`src/rtl/stbc_codeword_encoder.sv`:
```
`default_nettype none
// ============================================================================
// Module   : stbc_codeword_encoder
// Purpose  : Transmit-side mapper for the 4-antenna x 2-slot codebook S_q
//            (q = 0..15). Codeword indices arrive on a ready/valid stream and
//            are buffered in a 2-deep FIFO. Each codeword is emitted as 8
//            serial complex samples, slot j outer and antenna k inner.
// Ports    : clk, rst          - clock, synchronous active-high reset
//            q_in_valid/ready  - codeword index handshake (ready = FIFO count < 2)
//            q_in[3:0]         - codeword index q
//            s_out_valid/ready - sample handshake
//            s_out_r/s_out_i   - signed sample, real and imaginary rails (N bits)
//            s_out_k, s_out_j  - antenna and time-slot index of current sample
//            s_out_last        - marks the 8th sample (j=1, k=3) of a codeword
//            busy              - FIFO non-empty or a codeword in flight
//            gain_in           - signed Q-format gain (STBC_ENC_GAIN_EN only)
// Option   : STBC_ENC_GAIN_EN  - adds gain_in; unit entry = gain_in >>> 1.
//                                Undefined: unit entry fixed at 2^(Q-1).
// Revision : 1.0 - initial release
// ============================================================================
module stbc_codeword_encoder #(
    parameter int Q = 8,
    parameter int N = 16
) (
    input  logic                clk,
    input  logic                rst,
`ifdef STBC_ENC_GAIN_EN
    input  logic signed [N-1:0] gain_in,
`endif
    input  logic                q_in_valid,
    output logic                q_in_ready,
    input  logic [3:0]          q_in,
    output logic                s_out_valid,
    input  logic                s_out_ready,
    output logic signed [N-1:0] s_out_r,
    output logic signed [N-1:0] s_out_i,
    output logic [1:0]          s_out_k,
    output logic                s_out_j,
    output logic                s_out_last,
    output logic                busy
);

    localparam logic [1:0] c_ST_IDLE = 2'd0;
    localparam logic [1:0] c_ST_LOAD = 2'd1;
    localparam logic [1:0] c_ST_EMIT = 2'd2;

    // Codebook entries are always one of four unit phases.
    localparam logic [1:0] c_E_P1 = 2'd0;  // +1
    localparam logic [1:0] c_E_M1 = 2'd1;  // -1
    localparam logic [1:0] c_E_PJ = 2'd2;  // +j
    localparam logic [1:0] c_E_MJ = 2'd3;  // -j

    logic [3:0]          r_mem [2];
    logic                r_wr_ptr;
    logic                r_rd_ptr;
    logic [1:0]          r_count;
    logic [1:0]          r_state;
    logic [3:0]          r_q;

    logic                w_push;
    logic                w_pop;
    logic                w_fifo_nonempty;
    logic                w_out_fire;
    logic [3:0]          w_head;
    logic [1:0]          w_next_k;
    logic                w_next_j;
    logic                w_next_last;
    logic signed [N-1:0] w_unit_cur;
    logic signed [N-1:0] w_unit_new;
    logic [2*N-1:0]      w_adv_sample;
    logic [2*N-1:0]      w_first_cur;
    logic [2*N-1:0]      w_first_new;

`ifdef STBC_ENC_GAIN_EN
    logic signed [N-1:0] r_gain;

    // gain_in = -2^(N-1) shifts to -2^(N-2), whose negation still fits in
    // N bits, so the most-negative input needs no separate clamp.
    assign w_unit_cur = r_gain >>> 1;
    assign w_unit_new = gain_in >>> 1;

    // Gain is captured together with the codeword it applies to.
    always_ff @(posedge clk) begin
        if (rst) begin
            r_gain <= '0;
        end else if (w_pop) begin
            r_gain <= gain_in;
        end
    end
`else
    localparam int                c_UNIT_INT = 1 << (Q - 1);
    localparam logic signed [N-1:0] c_UNIT   = N'(c_UNIT_INT);

    assign w_unit_cur = c_UNIT;
    assign w_unit_new = c_UNIT;
`endif

    // Returns {real, imag} of entry S[k][j] for codeword q, scaled by unit.
    function automatic logic [2*N-1:0] f_sample(
        input logic [3:0]          q,
        input logic [1:0]          k,
        input logic                j,
        input logic signed [N-1:0] unit
    );
        logic [1:0]          a_code;
        logic [1:0]          b_code;
        logic [1:0]          nb_code;
        logic [1:0]          code;
        logic signed [N-1:0] neg_unit;
        logic signed [N-1:0] re;
        logic signed [N-1:0] im;
        // a table {+1,-1,+j,-j} matches the entry encoding directly.
        a_code = q[3:2];
        // b = {+1,+j,-1,-j}; nb_code is -conj(b).
        case (q[1:0])
            2'd0:    begin b_code = c_E_P1; nb_code = c_E_M1; end
            2'd1:    begin b_code = c_E_PJ; nb_code = c_E_PJ; end
            2'd2:    begin b_code = c_E_M1; nb_code = c_E_P1; end
            default: begin b_code = c_E_MJ; nb_code = c_E_MJ; end
        endcase
        case (k)
            2'd0:    code = c_E_P1;
            2'd1:    code = j ? c_E_P1 : c_E_M1;
            2'd2:    code = j ? b_code : a_code;
            default: code = j ? a_code : nb_code;
        endcase
        neg_unit = -unit;
        re = '0;
        im = '0;
        case (code)
            c_E_P1:  re = unit;
            c_E_M1:  re = neg_unit;
            c_E_PJ:  im = unit;
            default: im = neg_unit;
        endcase
        return {re, im};
    endfunction

    assign q_in_ready      = (r_count < 2'd2);
    assign w_fifo_nonempty = (r_count != 2'd0);
    assign w_push          = q_in_valid & q_in_ready;
    assign w_out_fire      = s_out_valid & s_out_ready;
    assign w_head          = r_mem[r_rd_ptr];
    // Pop from IDLE, or on the final handshake of a codeword so the next one
    // follows without a bubble.
    assign w_pop = w_fifo_nonempty &
                   ((r_state == c_ST_IDLE) |
                    ((r_state == c_ST_EMIT) & w_out_fire & s_out_last));
    assign busy  = w_fifo_nonempty | (r_state != c_ST_IDLE);

    // The output k/j registers double as the sample position counters.
    assign w_next_k    = s_out_k + 2'd1;
    assign w_next_j    = s_out_j | (s_out_k == 2'd3);
    assign w_next_last = (w_next_k == 2'd3) & w_next_j;

    assign w_adv_sample = f_sample(r_q, w_next_k, w_next_j, w_unit_cur);
    assign w_first_cur  = f_sample(r_q, 2'd0, 1'b0, w_unit_cur);
    assign w_first_new  = f_sample(w_head, 2'd0, 1'b0, w_unit_new);

    always_ff @(posedge clk) begin
        if (rst) begin
            r_wr_ptr <= 1'b0;
            r_rd_ptr <= 1'b0;
            r_count  <= 2'd0;
        end else begin
            if (w_push) begin
                r_mem[r_wr_ptr] <= q_in;
                r_wr_ptr        <= ~r_wr_ptr;
            end
            if (w_pop) begin
                r_rd_ptr <= ~r_rd_ptr;
            end
            case ({w_push, w_pop})
                2'b10:   r_count <= r_count + 2'd1;
                2'b01:   r_count <= r_count - 2'd1;
                default: r_count <= r_count;
            endcase
        end
    end

    always_ff @(posedge clk) begin
        if (rst) begin
            r_state     <= c_ST_IDLE;
            r_q         <= 4'd0;
            s_out_valid <= 1'b0;
            s_out_r     <= '0;
            s_out_i     <= '0;
            s_out_k     <= 2'd0;
            s_out_j     <= 1'b0;
            s_out_last  <= 1'b0;
        end else begin
            case (r_state)
                c_ST_IDLE: begin
                    if (w_pop) begin
                        r_q     <= w_head;
                        r_state <= c_ST_LOAD;
                    end
                end
                c_ST_LOAD: begin
                    {s_out_r, s_out_i} <= w_first_cur;
                    s_out_valid        <= 1'b1;
                    s_out_k            <= 2'd0;
                    s_out_j            <= 1'b0;
                    s_out_last         <= 1'b0;
                    r_state            <= c_ST_EMIT;
                end
                c_ST_EMIT: begin
                    if (w_out_fire) begin
                        if (s_out_last) begin
                            s_out_k    <= 2'd0;
                            s_out_j    <= 1'b0;
                            s_out_last <= 1'b0;
                            if (w_fifo_nonempty) begin
                                r_q                <= w_head;
                                {s_out_r, s_out_i} <= w_first_new;
                            end else begin
                                s_out_valid        <= 1'b0;
                                {s_out_r, s_out_i} <= '0;
                                r_state            <= c_ST_IDLE;
                            end
                        end else begin
                            {s_out_r, s_out_i} <= w_adv_sample;
                            s_out_k            <= w_next_k;
                            s_out_j            <= w_next_j;
                            s_out_last         <= w_next_last;
                        end
                    end
                end
                default: begin
                    r_state <= c_ST_IDLE;
                end
            endcase
        end
    end

endmodule
`default_nettype wire
```
`config.mk`:
```
export PLATFORM = sky130hd
export DESIGN_NAME = stbc_codeword_encoder
export DESIGN_NICKNAME = d
export VERILOG_FILES = /design/src/rtl/stbc_codeword_encoder.sv
export SDC_FILE = /design/constraint.sdc
export NUM_CORES = 1
export LEC_CHECK = 0
export ABC_AREA = 1
export CAP_MARGIN = 25
export CORE_ASPECT_RATIO = 0.5
export CORE_MARGIN = 1.5
export CORE_UTILIZATION = 47
export DETAILED_ROUTE_END_ITERATION = 6
export GPL_ROUTABILITY_DRIVEN = 0
export HOLD_SLACK_MARGIN = 0.1
export PLACE_DENSITY = 0.84
export SYNTH_ARGS = -nofsm -noshare
export SYNTH_HDL_FRONTEND = slang
export SYNTH_SLANG_ARGS = --single-unit
```
`constraint.sdc`:
```
create_clock -name clk -period 2.4 [get_ports clk]
set_clock_uncertainty 0.15 [all_clocks]
set_input_delay 0.24 -clock clk [delete_from_list [all_inputs] [get_ports clk]]
set_output_delay 0.24 -clock clk [all_outputs]
set_load 0.01 [all_outputs]
```
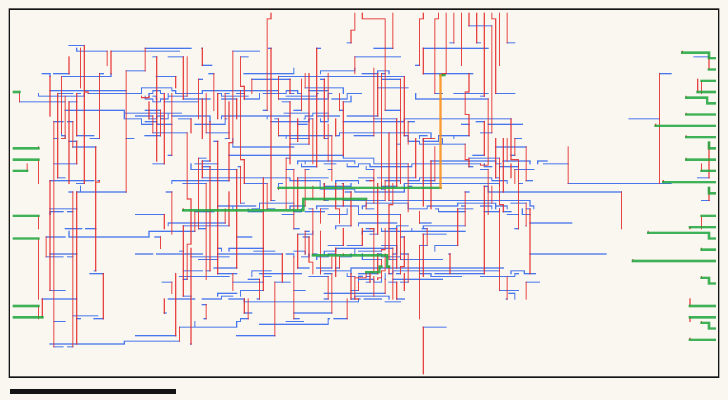
run_1/metal_stack.png
The bar under the picture is 20 um long.
| color | layer | wire length |
|---|---|---|
| blue | met1 | 1200 um |
| green | met3 | 157 um |
| orange | met4 | 13.6 um |
| red | met2 | 1190 um |

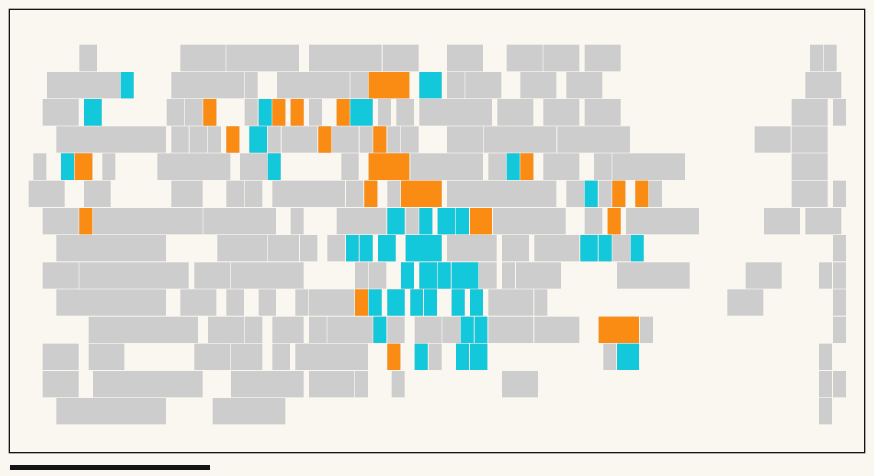
run_1/gate_families.png
The bar under the picture is 20 um long.
| color | family | cells |
|---|---|---|
| cyan | NAND gates | 38 |
| orange | NOR gates | 21 |
Finished Layout Cells: 251
Comb/total area: 0.3689

==> results.json, run 1 <==
{
  "run_status": "finished with violations",
  "violations": "DRC",
  "p_comb_frac": 0.364,
  "reg2reg_depth": 9,
  "rsz0062_at_grt": "no",
  "yosysCellCount": 191,
  "via_per_inst": 4.657,
  "r2r_end": "r_count[1]$_SDFFE_PP0P_",
  "whs_endpoint": "r_wr_ptr$_SDFFE_PP0P_",
  "seq_cell_count": 28,
  "clkLatencyLatePin_ps": 270,
  "yosys_area_um2": 1599,
  "ctsResizeCount": 0,
  "die-height_um": 44.25,
  "max-vdd-ir-drop_mv": 0.5470,
  "dominant_cells": "logic gates",
  "synthXorXnorAreaFrac": 0.005477,
  "ys_sh_aoi": 0.1213,
  "required_ps": 2420,
  "final_cell_mix": "32 x clkdlybuf4s50_1, 24 x nand2_1, 20 x dfxtp_1",
  "io_pins": 47,
  "ys_ff": 28,
  "fill_cells": 272,
  "grt-busiest-layer": "met2",
  "initial_core_util": 0.5128,
  "hp-start": "r_wr_ptr$_SDFFE_PP0P_",
  "hold_viol": 0,
  "syn_area_um2": 1599,
  "drc": 7,
  "wl_met1_um": 1201,
  "port_buffers": 32,
  "seq_area_um2": 640.6,
  "r2r-start": "s_out_last$_SDFFE_PP0P_",
  "final_util": 0.6015,
  "synth.avg_cell_area_um2": 8.372,
  "final_area_um2": 1876,
  "switching_share": 0.3428,
  "common_cells": "28 x buf_4, 24 x nand2_1, 20 x dfxtp_1"
}
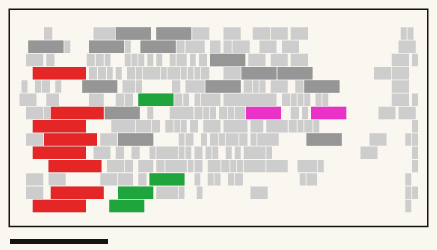
run_1/registers.png
The bar under the picture is 20 um long. Other sequential cells in the stronger gray, the rest of the logic in the fainter gray.
| color | netlist name | flops |
|---|---|---|
| green | `r_q` | 4 |
| magenta | `s_out_k` | 2 |
| red | `r_mem` | 8 |

==> run 1: power by group through the flow <==
stage	clock network (uW)	registers, uW	logic [uW]
after floorplan	0	665	478
after global placement	0	683	572
after detailed placement	0	688	597
after CTS	375	678	602
after global routing	402	697	673
final	365	677	596
==> run 1: state kept, by name, indices dropped and copies added, names as in the netlist, named ones only <==
name / cells
r_wr_ptr: 1
s_out_r: 2
r_rd_ptr: 1
r_count: 2
s_out_k: 2
s_out_last: 1
r_mem: 8
r_q: 4
s_out_j: 1
r_state: 2
s_out_valid: 1
s_out_i: 2
==> run 1: critical path, delay by kind of cell (launching register included) <==
kind	cells	cell delay (ps)
AND-OR/OR-AND	5	580
flip-flops	1	460
buffers and inverters	2	140
adder cells (fa/ha/maj)	1	240
AND/OR/NAND/NOR	1	80
run_1/final_congestion.png
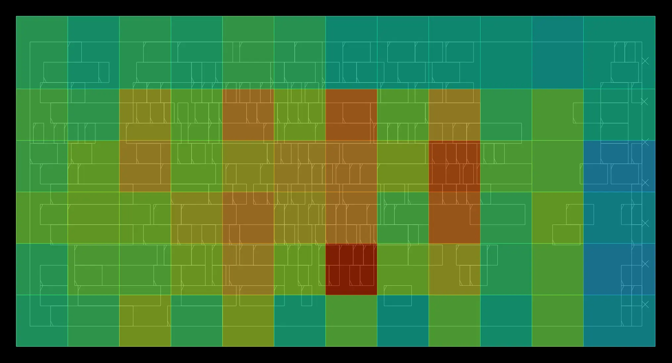

==> run 2, diff against run 1 <==
clock period = 1.7 ns   (was 2.4 ns; I/O delays follow)
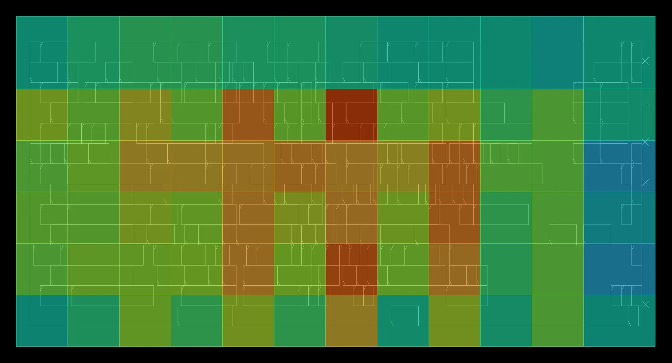
run_2/final_congestion.png
gr usage total: 0.1524
layer with the highest usage: met2
post-route core utilization: 0.6300

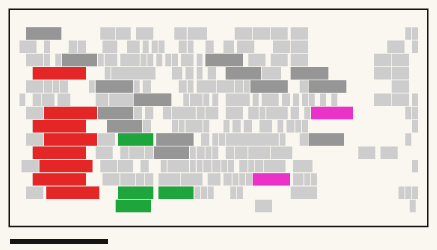
run_2/registers.png
The bar under the picture is 20 um long. Other sequential cells in the stronger gray, the rest of the logic in the fainter gray.
| color | netlist name | flops |
|---|---|---|
| red | `r_mem` | 8 |
| green | `r_q` | 4 |
| magenta | `s_out_k` | 2 |
not colored: 14

==> run 2 against run 1 <==
The flow still finishes with violations (DRC). Sequential power up 45%. Critical endpoint is now q_in_ready. Final cell count grew 2.4%. Synthesized cell count stayed put.
==> results.json, run 2 <==
{
  "rsz0062_at_grt": "yes",
  "p_comb_uw": 981,
  "initial_core_util": 0.5128,
  "clk_share": 0.03631,
  "clkLatencyLatePin_ps": 270,
  "r2r-start": "r_state[0]$_SDFFE_PP0P_",
  "wl_um": 2781,
  "max-vdd-ir-drop_mv": 0.7458,
  "ys_ff": 28,
  "power_leader": "combinational logic",
  "required_ps": 1380,
  "logic_area_um2": 721.9,
  "final_area_um2": 1964,
  "violations": "DRC",
  "cts_sinks": 28,
  "switching_share": 0.3478,
  "die-height_um": 44.25,
  "fill_cells": 262,
  "dominant_cells": "logic gates",
  "hp-start": "r_rd_ptr$_SDFFE_PP0P_",
  "run_status": "finished with violations",
  "largest_register_ffs": 8,
  "top_regs": "r_mem: 8 flops, r_q: 4 flops",
  "bufAreaShareNonClock": 0.1936,
  "port_buffers": 32,
  "p_comb_frac": 0.396,
  "power_clock_uw": 518,
  "hold_viol": 0,
  "seq_cell_power_uw": 980,
  "seq_cell_count": 28,
  "yosysCellCount": 191,
  "comb_area_frac": 0.3675,
  "synth-adder-area-share": 0.07042,
  "synth.avg_cell_area_um2": 8.372,
  "seq_area_um2": 654.4,
  "fin_cells": 257,
  "drv_slew": 0,
  "ys_sh_aoi": 0.1213,
  "largest-register": "r_mem",
  "synthXorXnorAreaFrac": 0.005477,
  "power.internal_uw": 1617,
  "holdWs_ps": 312.0,
  "grt_max_degree": 17,
  "via_per_inst": 4.751,
  "drc": 5,
  "yosys_area_um2": 1599,
  "ctsResizeCount": 0,
  "final_cell_mix": "32 x clkdlybuf4s50_1, 24 x nand2_1, 19 x inv_1",
  "common_cells": "28 x buf_4, 24 x nand2_1, 20 x dfxtp_1",
  "syn_area_um2": 1599
}
[run 2: cell count changes in the layout (fill, tap and decap cells not counted), moves of 2 or more]
cell	delta
dfxtp_2	+8
buf_4	+6
o21ai_0	-2
ha_1	-2
dfxtp_1	-9
[run 2: routing by layer]
metal	GRT usage	up-vias	routed length, um
met5	0	-	0
met2	0.2803	43	1358
met3	0.03545	0	167
met4	0.01935	0	0
met1	0.1925	553	1255
li1	-	625	-
[run 2: final timing paths]
path / endpoint / slack [ps] / cells past startpoint
hold / removal: register / 310 / 1
hold reg to reg: register / 310 / 1
setup / recovery: q_in_ready / 70 / 2
setup reg to reg: r_count[1]$_SDFFE_PP0P_ / 120 / 11
[run 2: worst max-delay path: stages, from the launching register on]
cell	delay [ps]
dfxtp_1	340
inv_1	140
clkdlybuf4s50_1	560
run_2/metal_stack.png
The bar under the picture is 20 um long.
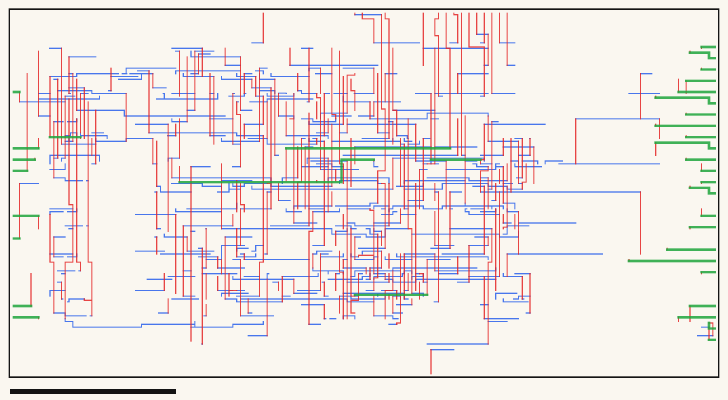

==> run 3, diff against run 2 <==
SETUP_SLACK_MARGIN = 0.02   (was default)
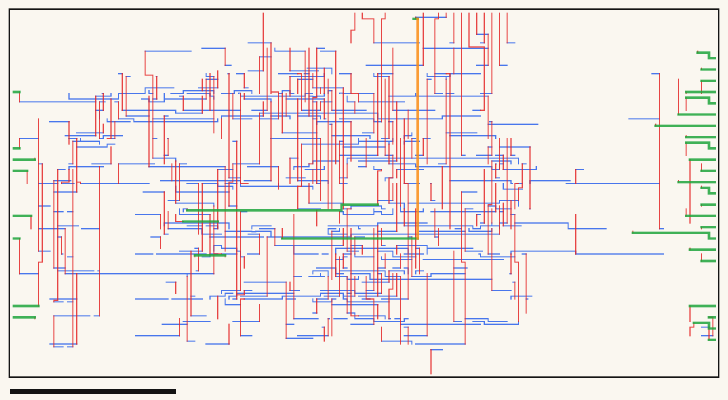
run_3/metal_stack.png
The bar under the picture is 20 um long.
| color | layer | wire length |
|---|---|---|
| blue | met1 | 1230 um |
| orange | met4 | 26.5 um |
| red | met2 | 1280 um |
| green | met3 | 135 um |
total routed wirelength: 2665 um
gr usage total: 0.1453
drt wl/cell: 10.37 um
total number of vias: 1220

==> run 3 against run 2 <==
The flow still finishes with violations (DRC). Final cell count did not move. Critical endpoint is now s_out_j. Via count barely moved. Global-route usage fell by 0.70 points. First-iteration DRC count rose by 3.6%. Cell area fell by 0.45%. Combinational power fell by 2.8%. Non-clock buffer count did not move. Synthesized cell count did not move. Largest cell class unchanged. Die area did not move.
==> results.json, run 3 <==
{
  "period_needed_ps": 1606,
  "met2_length_um": 1277,
  "wl_met1_um": 1226,
  "clkLatencyLatePin_ps": 270,
  "synth.avg_cell_area_um2": 8.372,
  "via_per_inst": 4.747,
  "final_area_um2": 1956,
  "drv_slew": 0,
  "dp_cells": 253,
  "p_comb_uw": 954,
  "ys_sh_aoi": 0.1213,
  "final_cell_mix": "31 x clkdlybuf4s50_1, 24 x nand2_1, 19 x inv_1",
  "largest-register": "r_mem",
  "r2r_setup_slack_ps": 120,
  "power_density_nw_per_um2": 1249,
  "port_buffers": 32,
  "p_comb_frac": 0.391,
  "dp_worst_setup_slack_ps": -129.7,
  "violations": "DRC",
  "die-height_um": 44.25,
  "initial_core_util": 0.5128,
  "path_buffers": 1,
  "common_cells": "28 x buf_4, 24 x nand2_1, 20 x dfxtp_1",
  "async_reset_ff_frac": 0,
  "fill_cells": 269,
  "path_cells": "clkdlybuf4s50_1",
  "yosysCellCount": 191,
  "run_status": "finished with violations",
  "yosys_area_um2": 1599,
  "reg2reg_depth": 11,
  "power_clock_uw": 515,
  "grt-busiest-layer": "met2",
  "holdWs_ps": 318.7,
  "wl_met3_um": 135,
  "slowest_delay_ps": 570,
  "die_area_um2": 3783,
  "highest_layer": "met4",
  "synthXorXnorAreaFrac": 0.005477,
  "cts_sinks": 28,
  "drc": 6,
  "seq_cell_power_uw": 973,
  "power_leader": "registers",
  "path_max_fanout": 4,
  "top_regs": "r_mem: 8 flops, r_q: 4 flops",
  "hold_viol": 0,
  "synth-adder-area-share": 0.07042,
  "path_delay_family": "buffers and inverters",
  "ys_ff": 28,
  "grt_max_degree": 17,
  "drt_iter0_drc": 58,
  "fin_cells": 257,
  "power.internal_uw": 1601,
  "max-vdd-ir-drop_mv": 0.7443,
  "crit_cells": 1,
  "switching_share": 0.3446,
  "crit_path_top_delay_cell": "clkdlybuf4s50_1",
  "place.detailed.hpwl_um": 1990,
  "largest_register_ffs": 8,
  "syn_area_um2": 1599
}
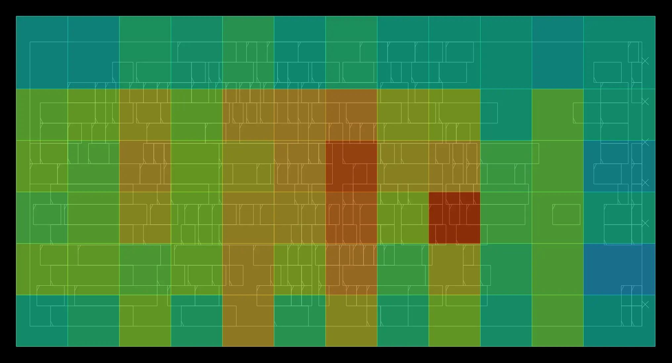
run_3/final_congestion.png
GRT met3 Usage: 0.03545
GR Util met2: 0.2693
met1 GRT Util: 0.1739
post-route core utilization: 0.6272

run 3: cell type report:
cell class	instances	area (um^2)	share of cell area
Clock buffer	3	41.29	0.02111
Clock inverter	1	30.03	0.01536
Inverter	23	86.33	0.04415
Multi-Input combinational cell	122	713.2	0.3647
Sequential cell	28	651.9	0.3333
Tap cell	40	50.05	0.02559
Timing Repair Buffer	40	382.9	0.1958
run 3: final timing paths:
check,from,to
setup / recovery,s_out_j$_SDFFE_PP0P_,s_out_j
hold / removal,r_wr_ptr$_SDFFE_PP0P_,r_wr_ptr$_SDFFE_PP0P_
setup reg to reg,r_state[0]$_SDFFE_PP0P_,r_count[1]$_SDFFE_PP0P_
hold reg to reg,r_wr_ptr$_SDFFE_PP0P_,r_wr_ptr$_SDFFE_PP0P_
Power figures rest on the tool's default switching activity, not on a simulated workload.
